==> src/rtl/serial_reg_decoder.sv <==
// Serial nibble-pair register decoder: 10-bit frames on sdi (sampled on sck rising edge)
// assemble 8-bit writes into NUM_REGS registers. Optional even parity: define DECODER_PARITY_EN.
module serial_reg_decoder #(
  parameter int NUM_REGS = 4
) (
  input  logic                  sck,
  input  logic                  rst,
  input  logic                  sdi,
  output logic [NUM_REGS*8-1:0] reg_q,
  output logic [NUM_REGS-1:0]   wr_stb,
  output logic                  change,
  output logic                  frame_err,
  output logic [3:0]            err_count
);

  typedef enum logic [2:0] {
    ST_IDLE   = 3'd0,
    ST_DATA   = 3'd1,
    ST_PARITY = 3'd2,
    ST_STOP   = 3'd3,
    ST_BREAK  = 3'd4
  } state_t;

  state_t     state_r;
  logic [2:0] bit_cnt_r;
  logic [7:0] payload_r;
  logic [3:0] hold_r;
  logic [2:0] idx_s;
  logic       idx_ok_s;
  logic       parity_ok_s;

`ifdef DECODER_PARITY_EN
  logic       parity_r;

  function automatic logic even_parity_ok(input logic [7:0] data, input logic par);
    even_parity_ok = ~(^{data, par});
  endfunction
`endif

  // Field decode of the assembled payload and frame-check result
  always_comb begin
    idx_s    = payload_r[7:5];
    idx_ok_s = ({1'b0, idx_s} < 4'(NUM_REGS));
`ifdef DECODER_PARITY_EN
    parity_ok_s = even_parity_ok(payload_r, parity_r);
`else
    parity_ok_s = 1'b1;
`endif
  end

  // Frame state machine with registered register bank and status outputs
  always_ff @(posedge sck or posedge rst) begin
    if (rst) begin
      state_r   <= ST_IDLE;
      bit_cnt_r <= 3'd0;
      payload_r <= 8'd0;
      hold_r    <= 4'd0;
      reg_q     <= '0;
      wr_stb    <= '0;
      change    <= 1'b0;
      frame_err <= 1'b0;
      err_count <= 4'd0;
`ifdef DECODER_PARITY_EN
      parity_r  <= 1'b0;
`endif
    end else begin
      wr_stb    <= '0;
      frame_err <= 1'b0;
      case (state_r)
        ST_IDLE: begin
          if (!sdi) begin
            state_r   <= ST_DATA;
            bit_cnt_r <= 3'd0;
          end else begin
            state_r <= ST_IDLE;
          end
        end
        ST_DATA: begin
          payload_r <= {sdi, payload_r[7:1]};
          bit_cnt_r <= bit_cnt_r + 3'd1;
          if (bit_cnt_r == 3'd7) begin
`ifdef DECODER_PARITY_EN
            state_r <= ST_PARITY;
`else
            state_r <= ST_STOP;
`endif
          end else begin
            state_r <= ST_DATA;
          end
        end
        ST_PARITY: begin
`ifdef DECODER_PARITY_EN
          parity_r <= sdi;
          state_r  <= ST_STOP;
`else
          state_r  <= ST_IDLE;
`endif
        end
        ST_STOP: begin
          if (sdi && parity_ok_s) begin
            hold_r <= payload_r[3:0];
            // Out-of-range indices still refresh hold but never write or toggle
            if (payload_r[4] && idx_ok_s) begin
              change <= ~change;
              for (int n = 0; n < NUM_REGS; n++) begin
                if (idx_s == 3'(n)) begin
                  reg_q[8*n +: 8] <= {payload_r[3:0], hold_r};
                  wr_stb[n]       <= 1'b1;
                end
              end
            end
            state_r <= ST_IDLE;
          end else begin
            frame_err <= 1'b1;
            if (err_count != 4'd15) begin
              err_count <= err_count + 4'd1;
            end
            state_r <= ST_BREAK;
          end
        end
        ST_BREAK: begin
          // Wait for a high line so a data zero is never mistaken for a start bit
          if (sdi) begin
            state_r <= ST_IDLE;
          end else begin
            state_r <= ST_BREAK;
          end
        end
        default: begin
          state_r <= ST_IDLE;
        end
      endcase
    end
  end

endmodule

==> config.mk <==
export PLATFORM = sky130hd
export DESIGN_NAME = serial_reg_decoder
export DESIGN_NICKNAME = d
export VERILOG_FILES = /design/src/rtl/serial_reg_decoder.sv
export SDC_FILE = /design/constraint.sdc
export NUM_CORES = 1
export LEC_CHECK = 0
export CAP_MARGIN = 10
export CORE_ASPECT_RATIO = 1.25
export CORE_UTILIZATION = 53
export CTS_BUF_LIST = sky130_fd_sc_hd__clkbuf_2
export DETAILED_ROUTE_END_ITERATION = 6
export PLACE_DENSITY_LB_ADDON = 0.05
export SLEW_MARGIN = 10
export SYNTH_ARGS = -nofsm -noshare
export SYNTH_HDL_FRONTEND = slang
export SYNTH_SLANG_ARGS = --single-unit
==> constraint.sdc <==
create_clock -name sck -period 2.7 [get_ports sck]
set_input_delay 0.675 -clock sck [delete_from_list [all_inputs] [get_ports sck]]
set_output_delay 0.675 -clock sck [all_outputs]
set_load 0.02 [all_outputs]
Fig. 1: run 1, power grid
Pins as bars on the die edge.
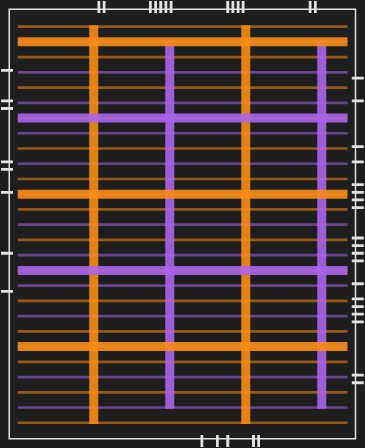
net	color
VDD	purple
VSS	orange
met4 straps	4
met5 straps	5
rows	26
met1 rails	27
signal pins	45

Fig. 2: run 1, gate-type map
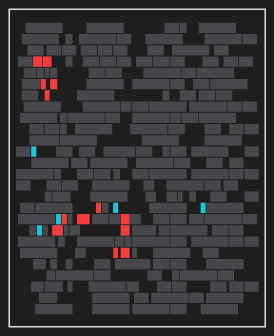
family	color	cells
nand cells	red	13
inv cells	cyan	5

Fig. 3: run 1, M1 wires
Supply wires on this layer in gray.
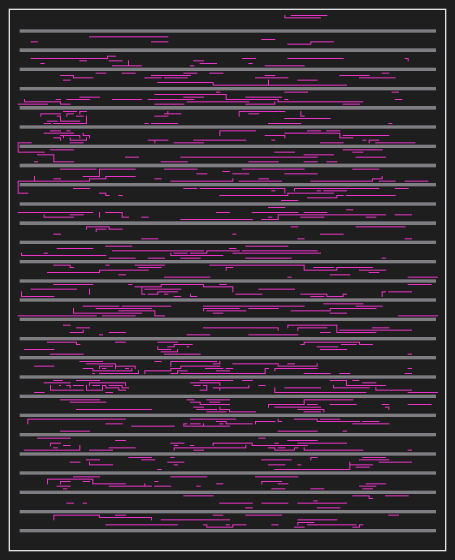
share of all routed wire	42%
nets with wire on the layer	188
longest straight run	19.3 um

Fig. 4: run 1, where the registers sit
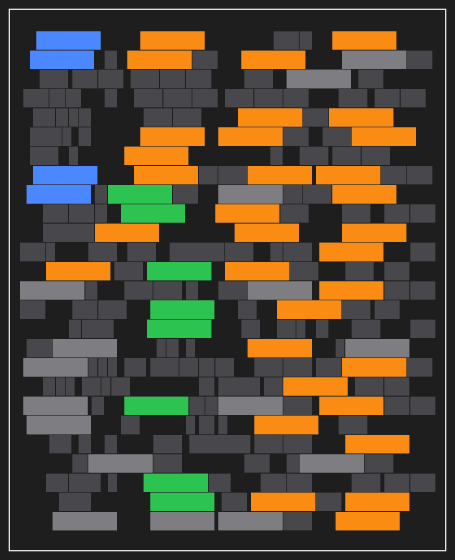
netlist name	color	placed flops
reg_q	orange	32
payload_r	green	8
err_count	blue	4
not colored	16

==> qor.json, run 1 <==
{
  "run_status": {
    "status": "completed"
  },
  "worst_setup_path": {
    "critPathKind": "flop to primary output",
    "cp_max_stage_delay_ns": 0.63,
    "crit_path_max_fanout": 4,
    "worstSetupPathDepth": 1,
    "critical_path_buf_inv_count": 1,
    "setup.worst_path.end_class": "primary output",
    "cp_top_family": "buffers and inverters",
    "depth_of_the_most_critical_reg_to_reg_path": 5,
    "worstSetupStartpointType": "flop",
    "critical-path-slowest-cell": "clkdlybuf4s50_1",
    "timing.critical_path.cells": "clkdlybuf4s50_1"
  },
  "placed_design": {
    "gp_routability_congestion": 0.747,
    "hpwlAfterDp_mm": 3.00,
    "port-buffer-count": 44
  },
  "clocking": {
    "cts_hold_buffers": 0,
    "number_of_buffers_created_by_cts": 9,
    "worst_skew_pair.late_latency_ns": 0.48,
    "clkSinkCount": 60,
    "clock_tree.root_cell": "clkbuf_2",
    "cts-htree-levels": 3,
    "cts_tree": "done",
    "max-clock-path-buffers": 2,
    "clk_transition_reported_paths_ns": 0.14,
    "post-cts-setup-buffer-count": 0
  },
  "sta": {
    "finalMaxSlewViolations": 0,
    "fmaxAchievable_mhz": 451,
    "fin_crit_sh_pct": 82.1,
    "slew_headroom_pct": 64.7,
    "hold_violations": 0,
    "clock_skew_ns": 0.0147,
    "timing_worst_slew_pin_value_ns": 0.528,
    "fin_tns_setup_ns": 0,
    "unrepaired_setup_endpoints_after_global_routing": "false"
  },
  "yosys": {
    "syn-mean-instance-area_sq_um": 15.3,
    "postSynthNetCount": 159,
    "netlist-cell-type-count": 28,
    "netlist_area_sq_um": 2350
  },
  "drt": {
    "detail_route.wirelength_mm": 4.27,
    "detail_route.first_pass.iterations": 4,
    "remaining_antenna_violation_count_after_routing": 0,
    "drt_first_iter_violations": 45,
    "total_via_count_in_the_routed_design": 1440,
    "avgRoutedWirePerCell_um": 15.6,
    "drc": 0,
    "route.detailed.vias_per_inst": 5.26
  },
  "global_route": {
    "grt.total_usage_pct": 21.8,
    "first_global_vias": 1491,
    "global_route.overflow_total": 0,
    "grt_start_max_net_pins": 61,
    "wire_length_of_the_first_global_routing_pass_mm": 7.20
  },
  "power_and_ir_drop": {
    "vdd.ir_drop.worst_uv": 612,
    "power.static_leakage_nw": 1.43,
    "power_density_cells_nw_per_um2": 891
  },
  "run": {
    "drv_cap": 0,
    "log_warnings": 26
  },
  "cells_and_area": {
    "fill_cell_count": 297,
    "finish.net_count": 220,
    "finish.cell_count_without_fillers": 274,
    "post_route_cells_drive_above_1_share_pct": 32.6,
    "post-route-util_pct": 71.8,
    "num_antenna_cells": 0
  },
  "floorplan": {
    "coreArea_sq_um": 4160,
    "fp.dieH_um": 76.4,
    "number_of_placed_i_o_pins": 45,
    "initial_core_util_pct": 56.4,
    "die_w_um": 61.5,
    "row_count": 26,
    "chip_area_sq_um": 4700
  },
  "min_path": {
    "hold_class": "flop to flop"
  }
}
-- run 1: cells in the mapped netlist, drive strengths merged --
cell type   n  area share (%)
nor3b       1            0.32
nand3       1            0.21
nand2       5            0.80
buf         3            0.91
nand2b      4             1.1
nor3        2            0.91
or4         1            0.32
xnor2       1            0.37
inv         5            0.80
nand3b      1            0.32
a21oi       4            0.85
nor4        2             1.2
nor2        5            0.80
ha          3             1.6
nand4       1            0.27
nor4b       1             1.0
and2        1            0.27
o21ai       2            0.43
dfrtp      60              64
a22o        2            0.75
xor2        1            0.37
and4bb      1            0.53
mux2       45              22
nand4b      1            0.37
-- run 1: metal layers --
layer	global-route usage (%)	part of all wire (%)	vias to the layer above	wire, um
li1	-	-	667	-
met1	27.1	42	722	1800
met2	32.6	51	39	2190
met3	7.98	4.1	12	175
met4	11.6	2.3	0	99
met5	0	0	-	0
-- run 1: flip-flops by register name, summed over array words and instances, names as in the netlist --
signal and cells:
change 1, wr_stb 4, state_r 3, frame_err 1
bit_cnt_r 3, payload_r 8, hold_r 4, err_count 4
reg_q 32
-- run 1: power breakdown --
group | switching, W | total [W] | internal [W]
Sequential | 0.000241 | 0.00137 | 0.00113
Combinational | 0.000400 | 0.000870 | 0.000470
Clock | 0.000302 | 0.000418 | 0.000115
-- run 1: stage by stage --
step	setup slack (ns)	cell area (sq um)	hold slack (ns)
6_report	0.482	2990	0.482
4_1_cts	0.447	2990	0.487
5_1_grt	0.391	2990	0.504
3_3_place_gp	0.180	2920	0.457
3_5_place_dp	0.130	2920	0.466
2_1_floorplan	0.540	2350	0.446
-- run 1: area by class of cell --
class / count / area [sq um] / area share [%]
Clock buffer: 11 / 55.1 / 1.84
Clock inverter: 4 / 17.5 / 0.586
Tap cell: 56 / 70.1 / 2.34
Inverter: 5 / 18.8 / 0.628
Multi-Input combinational cell: 85 / 806 / 27.0
Sequential cell: 60 / 1500 / 50.2
Timing Repair Buffer: 53 / 520 / 17.4
-- run 1: cell usage in the layout, fill, tap and decap left out, drive strengths merged, types with 2 or more instances in the layout --
cell / n
a22o: 2
dfrtp: 60
clkbuf: 11
nand2b: 4
nor4: 2
nor3: 2
clkinv: 4
a21oi: 4
ha: 3
clkdlybuf4s50: 44
mux2: 45
buf: 9
nor2: 5
nand2: 5
o21ai: 2
inv: 5
-- run 1: kinds of logic after synthesis --
kind of cell             synth area share, %
flip-flops                              64.0
multiplexers                            21.6
AND/OR/NAND/NOR                         8.37
AND-OR/OR-AND                           2.03
buffers and inverters                   1.71
adder cells (fa/ha/maj)                 1.60
XOR/XNOR                               0.746
-- run 1: final timing paths --
kind	from	to	slack, ns
max in group asynchronous	rst	err_count[3]	1.86
min in group asynchronous	rst	reg_q[30]	0.54
worst max-delay path	err_count[0]	err_count[0]	0.48
worst min register to register	change	change	0.48
worst max register to register	state_r[2]	reg_q[12]	0.86
worst min-delay path	change	change	0.48
Fig. 5: run 1, clock nets
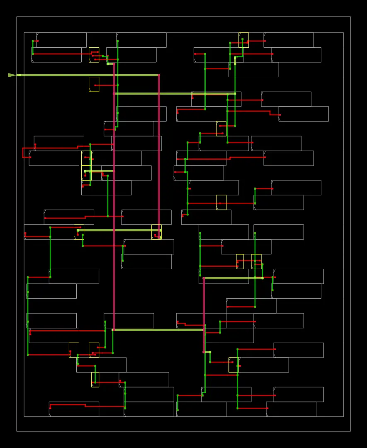

==> run 1 -> run 2 <==
--- a/config.mk
+++ b/config.mk
@@ -7,7 +7,7 @@
 export LEC_CHECK = 0
 export CAP_MARGIN = 10
 export CORE_ASPECT_RATIO = 1.25
-export CORE_UTILIZATION = 53
+export CORE_UTILIZATION = 48
 export CTS_BUF_LIST = sky130_fd_sc_hd__clkbuf_2
 export DETAILED_ROUTE_END_ITERATION = 6
 export PLACE_DENSITY_LB_ADDON = 0.05
==> constraint.sdc (replaced) <==
create_clock -name sck -period 1.9 [get_ports sck]
set_input_delay 0.475 -clock sck [delete_from_list [all_inputs] [get_ports sck]]
set_output_delay 0.475 -clock sck [all_outputs]
set_load 0.02 [all_outputs]
Fig. 6: run 2, clock nets
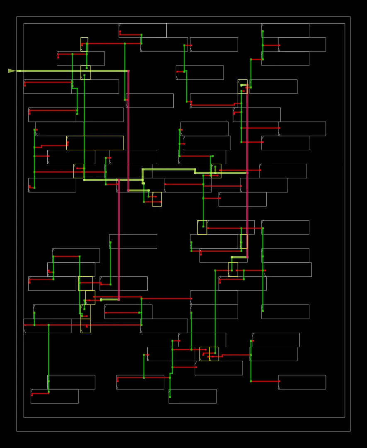
final clock skew: 0.0163 ns
clock-net power: 0.000742 W
number of buffers created by CTS: 9
flip-flops: 60
clock sinks: 60

Fig. 7: run 2, gate-type map
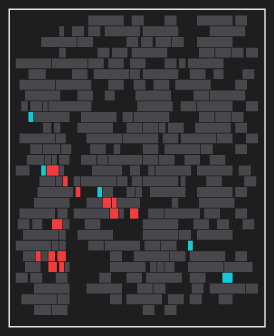
family	color	cells
inv cells	cyan	5
nand cells	red	13

==> qor.json, run 2 <==
{
  "cells_and_area": {
    "finish.net_count": 225,
    "largest_registers": "reg_q (32), payload_r (8)",
    "regMostFlops": "reg_q",
    "mostFrequentLayoutCell": "dfrtp_1",
    "largest_register_ffs": 32,
    "post-route-util_pct": 63.8,
    "num_antenna_cells": 0,
    "final_cell_mix": "dfrtp_1, mux2_2, dlygate4sd2_1, buf_4, clkbuf_2",
    "post_route_cells_drive_above_1_share_pct": 34.4,
    "final_area_sq_um": 3020
  },
  "worst_setup_path": {
    "worstSetupStartpointType": "primary input",
    "crit_path_max_fanout": 9,
    "critical_path_buf_inv_count": 2,
    "cp_top_family": "buffers and inverters",
    "critPathKind": "primary input to flop",
    "setup.worst_path.end_class": "flop"
  },
  "global_route": {
    "global_route.overflow_total": 0,
    "grt_busiest_layer": "met2",
    "wire_length_of_the_first_global_routing_pass_mm": 7.36,
    "first_global_vias": 1546,
    "groute.layer.met3.usage_pct": 5.26,
    "grt_util_met2_pct": 33.7,
    "grt.total_usage_pct": 19.7,
    "use_met1_pct": 22.0
  },
  "power_and_ir_drop": {
    "power_density_cells_nw_per_um2": 1280,
    "vdd.ir_drop.worst_uv": 840,
    "power.static_leakage_nw": 1.66
  },
  "yosys": {
    "synth.top_cells.by_area": "dfrtp_1, mux2_2, ha_1",
    "ys_async_sr_fraction_pct": 100,
    "ys_dominant_reg_cell": "dfrtp_1",
    "synth.mux.area_fraction_pct": 21.6,
    "largest_area_cell": "dfrtp_1",
    "synthXorXnorAreaFrac_pct": 0.746,
    "fa_ha_area_share_pct": 1.60,
    "ao_oa_area_share_pct": 2.03,
    "yosys.cell_count.top_type": "dfrtp_1",
    "synth.cellmix.simpleShare_pct": 8.37,
    "synth-edff-count": 0,
    "postSynthNetCount": 159,
    "ys_top_cells_by_count": "dfrtp_1, mux2_2, inv_1, nand2_1, nor2_1",
    "syn-mean-instance-area_sq_um": 15.3,
    "logic_family": "multiplexers"
  },
  "run": {
    "drv_cap": 0
  },
  "placed_design": {
    "gp_routability_congestion": 0.718,
    "dpl-instance-area_sq_um": 2960,
    "port-buffer-count": 44
  },
  "drt": {
    "drt_first_iter_violations": 43,
    "total_via_count_in_the_routed_design": 1455,
    "drc": 0,
    "remaining_antenna_violation_count_after_routing": 0,
    "route.detailed.vias_per_inst": 5.12,
    "detail_route.wirelength_mm": 4.31,
    "avgRoutedWirePerCell_um": 15.2
  },
  "floorplan": {
    "coreArea_sq_um": 4730,
    "number_of_placed_i_o_pins": 45,
    "die_w_um": 64.5,
    "initial_core_util_pct": 49.6,
    "chip_area_sq_um": 5180,
    "fp.dieH_um": 80.2,
    "row_count": 28
  },
  "sta": {
    "timing_worst_slew_pin_value_ns": 0.325,
    "hold_violations": 0,
    "finalMaxSlewViolations": 0,
    "slew_headroom_pct": 78.1,
    "fin_ws_ns": 0.120,
    "fin_crit_sh_pct": 93.7,
    "unrepaired_setup_endpoints_after_global_routing": "false"
  },
  "clocking": {
    "max-clock-path-buffers": 2,
    "cts_tree": "done",
    "post-cts-setup-buffer-count": 0,
    "cts_hold_buffers": 0,
    "worst_skew_pair.late_latency_ns": 0.47,
    "clk_transition_reported_paths_ns": 0.16
  },
  "run_status": {
    "status": "completed"
  }
}
[run 2: netlist changes by cell type in the layout (fill, tap and decap cells not counted)]
cell,previous run,this run
clkinvlp_4,0,2
buf_4,8,12
inv_2,1,0
dlygate4sd2_1,0,42
bufinv_16,0,1
clkbuf_2,11,10
clkdlybuf4s50_1,44,2
buf_6,0,1
[run 2: what timing repair did]
action                                  CTS  global route
gates cloned                              0             0
endpoints found under the setup margin   42             3
gates resized                            42             1
[run 2: cells by family (layout without fill, tap and decap cells)]
family          Yosys count  in the layout
flops                    60             60
simple gates             27             27
compound gates            8              8
xor+xnor                  2              2
mux                      45             45
fa+ha+maj                 3              3
buf+inv                   8             79
[run 2: cell type report]
class	instances	area [sq um]
timing repair buffer	58	509
sequential	60	1500
clock buffer	10	50.0
tap	60	75.1
multi-input combinational	85	806
fill	389	1710
clock inverter	6	55.1
inverter	5	22.5
[run 2: path summary, 6_finish.rpt]
check	endpoint	cells after the start	from	slack [ns]
max	reg_q[5]	5	sdi	0.12
min	wr_stb[3]	3	rst	0.41
max reg2reg	reg_q[5]	4	state_r[2]	0.15
min reg2reg	change	1	change	0.48
max in group asynchronous	bit_cnt_r[1]	3	rst	1.22
min in group sck	change	1	change	0.48
[run 2: through the flow]
step / TNS (ns) / instances / total power (W) / hold slack [ns]
5_1_grt: 0 / 284 / 0.00411 / 0.393
6_report: 0 / 284 / 0.00386 / 0.408
3_5_place_dp: -11.90 / 268 / 0.00329 / 0.463
4_1_cts: 0 / 284 / 0.00391 / 0.395
3_3_place_gp: -10.66 / 268 / 0.00320 / 0.456
2_1_floorplan: 0 / 153 / 0.00269 / 0.446
[run 2: report_power, final]
part / switching (W) / leakage, nW / internal, W
clock: 0.000445 / 0.0668 / 0.000297
sequential: 0.000322 / 0.800 / 0.00161
combinational: 0.000597 / 0.791 / 0.000593
[run 2: metal layers]
layer / share of wire [%] / vias to the layer above
met2: 54 / 30
met4: 1.8 / 0
li1: - / 677
met5: 0 / -
met1: 41 / 741
met3: 3.3 / 7
[run 2: worst register-to-register path, delay by kind of cell (launching register included)]
| family | cells | cell delay [ns] |
|---|---|---|
| flops | 1 | 0.45 |
| buf+inv | 1 | 0.19 |
| simple gates | 2 | 0.72 |
| mux | 1 | 0.31 |
Power and IR drop assume default switching activity.
